--- src/rtl/dma_desc_fifo.sv ---
// DMA descriptor FIFO: buffers descriptors written through the CSR block,
// tags each accepted descriptor with a running sequence number, and hands
// them to the DMA engine in order via a first-word fall-through
// valid/ready port. Overflow and zero-length pushes are dropped and flagged
// with sticky error bits.
module dma_desc_fifo #(
  parameter int DEPTH  = 16,
  parameter int ADDR_W = 64,
  parameter int LEN_W  = 32,
  parameter int CTRL_W = 32,
  parameter int SEQ_W  = 16
) (
  input  logic                     clk,
  input  logic                     reset,
  input  logic                     desc_go,
  input  logic [ADDR_W-1:0]        desc_src_addr,
  input  logic [ADDR_W-1:0]        desc_dest_addr,
  input  logic [LEN_W-1:0]         desc_length,
  input  logic [CTRL_W-1:0]        desc_control,
  input  logic                     flush,
  input  logic                     stop,
  input  logic                     err_clear,
  output logic                     out_valid,
  input  logic                     out_ready,
  output logic [ADDR_W-1:0]        out_src_addr,
  output logic [ADDR_W-1:0]        out_dest_addr,
  output logic [LEN_W-1:0]         out_length,
  output logic [CTRL_W-1:0]        out_control,
  output logic [SEQ_W-1:0]         out_seq,
  output logic [$clog2(DEPTH):0]   fill_level,
  output logic                     buffer_full,
  output logic                     buffer_empty,
  output logic                     err_overflow,
  output logic                     err_zero_len
);

  localparam int PTR_W = $clog2(DEPTH);
  localparam int CNT_W = PTR_W + 1;

  typedef struct packed {
    logic [ADDR_W-1:0] src;
    logic [ADDR_W-1:0] dst;
    logic [LEN_W-1:0]  len;
    logic [CTRL_W-1:0] ctrl;
    logic [SEQ_W-1:0]  seq;
  } desc_t;

  desc_t              mem [DEPTH];
  desc_t              head;
  logic [PTR_W-1:0]   rd_ptr;
  logic [PTR_W-1:0]   wr_ptr;
  logic [CNT_W-1:0]   count;
  logic [SEQ_W-1:0]   seq_cnt;

  logic               len_nz;
  logic               pop;
  logic               push_req;
  logic               push;
  logic               ovf_evt;
  logic               zl_evt;

  assign buffer_empty = (count == '0);
  assign buffer_full  = (count == CNT_W'(DEPTH));
  assign fill_level   = count;

  // First-word fall-through: the head slot is always visible on out_*.
  assign head          = mem[rd_ptr];
  assign out_valid     = !buffer_empty && !stop;
  assign out_src_addr  = head.src;
  assign out_dest_addr = head.dst;
  assign out_length    = head.len;
  assign out_control   = head.ctrl;
  assign out_seq       = head.seq;

  // Transfer qualifiers and error events for this cycle.
  // NOTE: every output of an always_comb gets a default first so no path
  // leaves it unassigned, which would otherwise infer a latch.
  always_comb begin
    len_nz   = 1'b0;
    pop      = 1'b0;
    push_req = 1'b0;
    push     = 1'b0;
    ovf_evt  = 1'b0;
    zl_evt   = 1'b0;

    len_nz   = (desc_length != '0);
    pop      = out_valid && out_ready;
    // A pop in the same cycle frees the slot, so a full FIFO still accepts.
    push_req = desc_go && len_nz && (!buffer_full || pop);
    // Flush discards the incoming descriptor, but it has still consumed
    // its sequence tag (push_req drives the tag counter, not push).
    push     = push_req && !flush;
    ovf_evt  = desc_go && len_nz && buffer_full && !pop && !flush;
    zl_evt   = desc_go && !len_nz;
  end

  // Descriptor storage write port.
  // NOTE: storage is deliberately not reset; occupancy is tracked by the
  // pointers and count, so stale contents are never presented as valid.
  always_ff @(posedge clk) begin
    if (push) begin
      mem[wr_ptr] <= '{src:  desc_src_addr,
                       dst:  desc_dest_addr,
                       len:  desc_length,
                       ctrl: desc_control,
                       seq:  seq_cnt};
    end
  end

  // Pointers, occupancy, sequence counter and sticky error flags.
  // NOTE: state uses non-blocking assignments so every register samples the
  // pre-edge values regardless of statement order.
  always_ff @(posedge clk) begin
    if (reset) begin
      rd_ptr       <= '0;
      wr_ptr       <= '0;
      count        <= '0;
      seq_cnt      <= '0;
      err_overflow <= 1'b0;
      err_zero_len <= 1'b0;
    end else begin
      if (flush) begin
        rd_ptr <= '0;
        wr_ptr <= '0;
        count  <= '0;
      end else begin
        if (push) wr_ptr <= wr_ptr + PTR_W'(1);
        if (pop)  rd_ptr <= rd_ptr + PTR_W'(1);
        case ({push, pop})
          2'b10:   count <= count + CNT_W'(1);
          2'b01:   count <= count - CNT_W'(1);
          default: count <= count;
        endcase
      end

      // Wraps naturally from all-ones to zero.
      if (push_req) seq_cnt <= seq_cnt + SEQ_W'(1);

      // A same-cycle error event wins over err_clear.
      err_overflow <= ovf_evt || (err_overflow && !err_clear);
      err_zero_len <= zl_evt  || (err_zero_len && !err_clear);
    end
  end

endmodule

--- config.mk ---
export PLATFORM = sky130hd
export DESIGN_NAME = dma_desc_fifo
export DESIGN_NICKNAME = d
export VERILOG_FILES = /design/src/rtl/dma_desc_fifo.sv
export SDC_FILE = /design/constraint.sdc
export NUM_CORES = 2
export LEC_CHECK = 0
export ABC_CLOCK_PERIOD_IN_PS = 31600
export CAP_MARGIN = 20
export CORE_MARGIN = 5
export CORE_UTILIZATION = 55
export CTS_BUF_LIST = sky130_fd_sc_hd__clkbuf_16
export CTS_CLUSTER_SIZE = 20
export DETAILED_ROUTE_END_ITERATION = 8
export PLACE_DENSITY_LB_ADDON = 0.05
export SYNTH_ARGS = -nofsm -noshare
export SYNTH_HDL_FRONTEND = slang
export SYNTH_SLANG_ARGS = --single-unit
--- constraint.sdc ---
create_clock -name clk -period 31.6 [get_ports clk]
set_input_delay 9.48 -clock clk [delete_from_list [all_inputs] [get_ports clk]]
set_output_delay 9.48 -clock clk [all_outputs]
set_load 0.02 [all_outputs]
Fig. 1: supply network
Scale bar: 100 um. Pins as bars on the die edge.
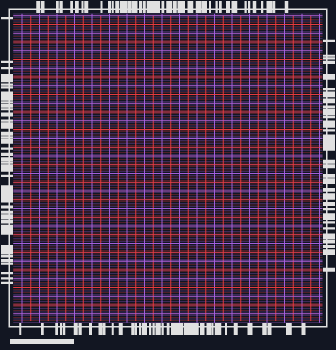
- red: VDD
- purple: VSS
- met4 straps: 35
- met5 straps: 35
- rows: 176
- signal pins: 417
- met1 rails: 177

Fig. 2: cells colored by class
Fill, decap, tap and diode cells in gray.
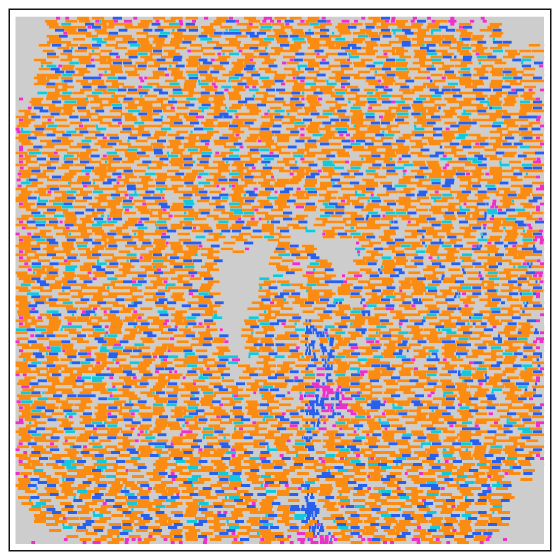
- orange: flip-flops (cells 3363)
- blue: all other logic (cells 1308)
- cyan: clock drivers and dummy loads (cells 613)
- magenta: other buffers and delay cells (cells 525)

Fig. 3: clock distribution
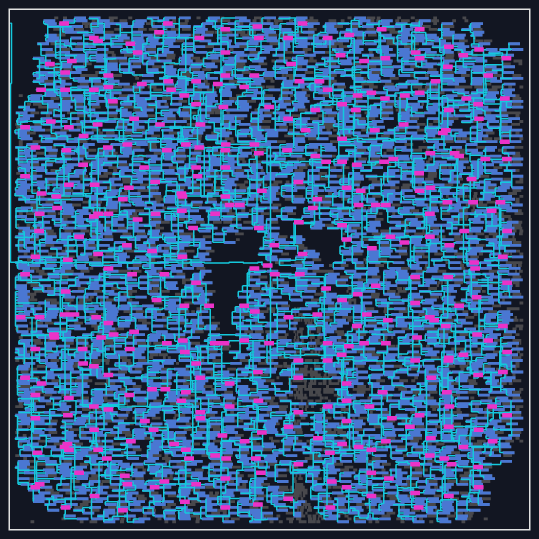
- blue: flip-flops (count 3363)
- magenta: cells driving clock nets (count 353)
- cyan: clock wires (length 36.8 mm)
- flops lie: widely spread

==> results_slide.txt <==
Run Summary

Status
  – Run status: finished clean

Clock tree
  – CTS clk-pin slew, worst paths: 0.06 ns
  – CTS hold repair buffers: 0
  – Setup bufs post-CTS: 0
  – TritonCTS buffer count: 353
  – Root Buffer: clkbuf_16
  – Post-CTS sizing: 0

Synth
  – Area share, top type: 0.788
  – Synth async-reset ratio: 0
  – Synth top cells by count: 3328 x edfxtp_1, 1017 x mux4_2, 107 x clkbuf_1
  – Avg Cell Area, Syn: 25.7 sq um
  – Sequential-to-total area share from yosys stat: 0.793
  – Top cells by area: edfxtp_1 79%, mux4_2 18%, dfxtp_1 0.55%

Floorplanning
  – Floorplan utilization: 0.552
  – # rows: 176
  – Die W: 490 um

Global route
  – Total track usage: 0.238
  – Initial antenna violation count: 46
  – Most Crowded Layer GR: met2

Timing
  – Max Fclk: 49.8 MHz
  – WHS: 0.532 ns
  – Post-route setup TNS: 0 ns
  – Post-route setup slack: 11.51 ns
  – Max-slew violation count: 0

Worst setup path
  – Worst reg-to-reg setup slack: 26.56 ns
  – CP Class: in -> out
  – CP most frequent cell: clkdlybuf4s50_1
  – WP depth: 3
  – Family with the most delay on the worst path: buffers and inverters
  – Slowest stage delay, CP: 0.61 ns

Pwr
  – Combinational Power Share: 0.022
  – Internal power: 0.00720 W
  – Clock power share: 0.427
  – Net Switching: 0.00173 W

Layout
  – Most frequent logic cell in the layout: edfxtp_1
  – Final cell count without fillers: 8855

Routing
  – DRT iter0 DRCs: 5633

Hold path
  – Hold crit path type: reg -> reg

Placed design
  – Gpl congestion: 0.722
  – HPWL Detailed: 137000 um
Fig. 4: routed metal, one color a layer
Scale bar: 100 um. Only two layers are drawn.
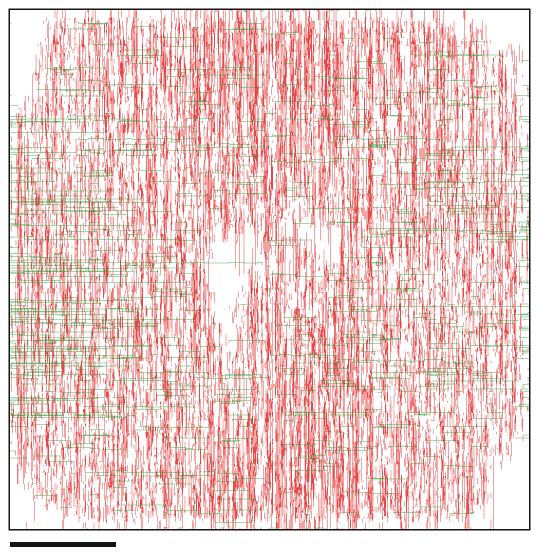
- green: met3 (wire length 19700 um)
- red: met2 (wire length 142 mm)

Fig. 5: clock nets
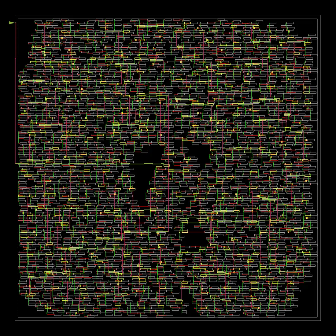
worst skew pair latency: 0.94 ns
clk sinks: 3363
CLK BUF: 360
Clk. pwr: 0.00382 W

[area by class of cell]
cell class / count / area [sq um]
timing repair buffer: 525 / 5300
antenna: 20 / 50.0
tap: 3026 / 3790
sequential: 3363 / 101000
clock inverter: 253 / 1600
fill: 15170 / 84400
multi-input combinational: 1298 / 24800
clock buffer: 360 / 9010
inverter: 10 / 37.5
[state kept, by name, indices dropped and copies added, names as in the netlist, named ones only]
signal	count
rd_ptr	4
err_overflow	1
fill_level	5
err_zero_len	1
seq_cnt	16
wr_ptr	4
mem	3328
[logic make-up after synthesis]
group           after synthesis  synth area share
flops                      3363             0.793
mux                        1044             0.183
buf+inv                     265            0.0113
simple gates                142           0.00630
compound gates               96           0.00475
fa+ha+maj                    10          0.000987
xor+xnor                      6          0.000414
No activity file was given, so power comes from the tool's default toggle rates.
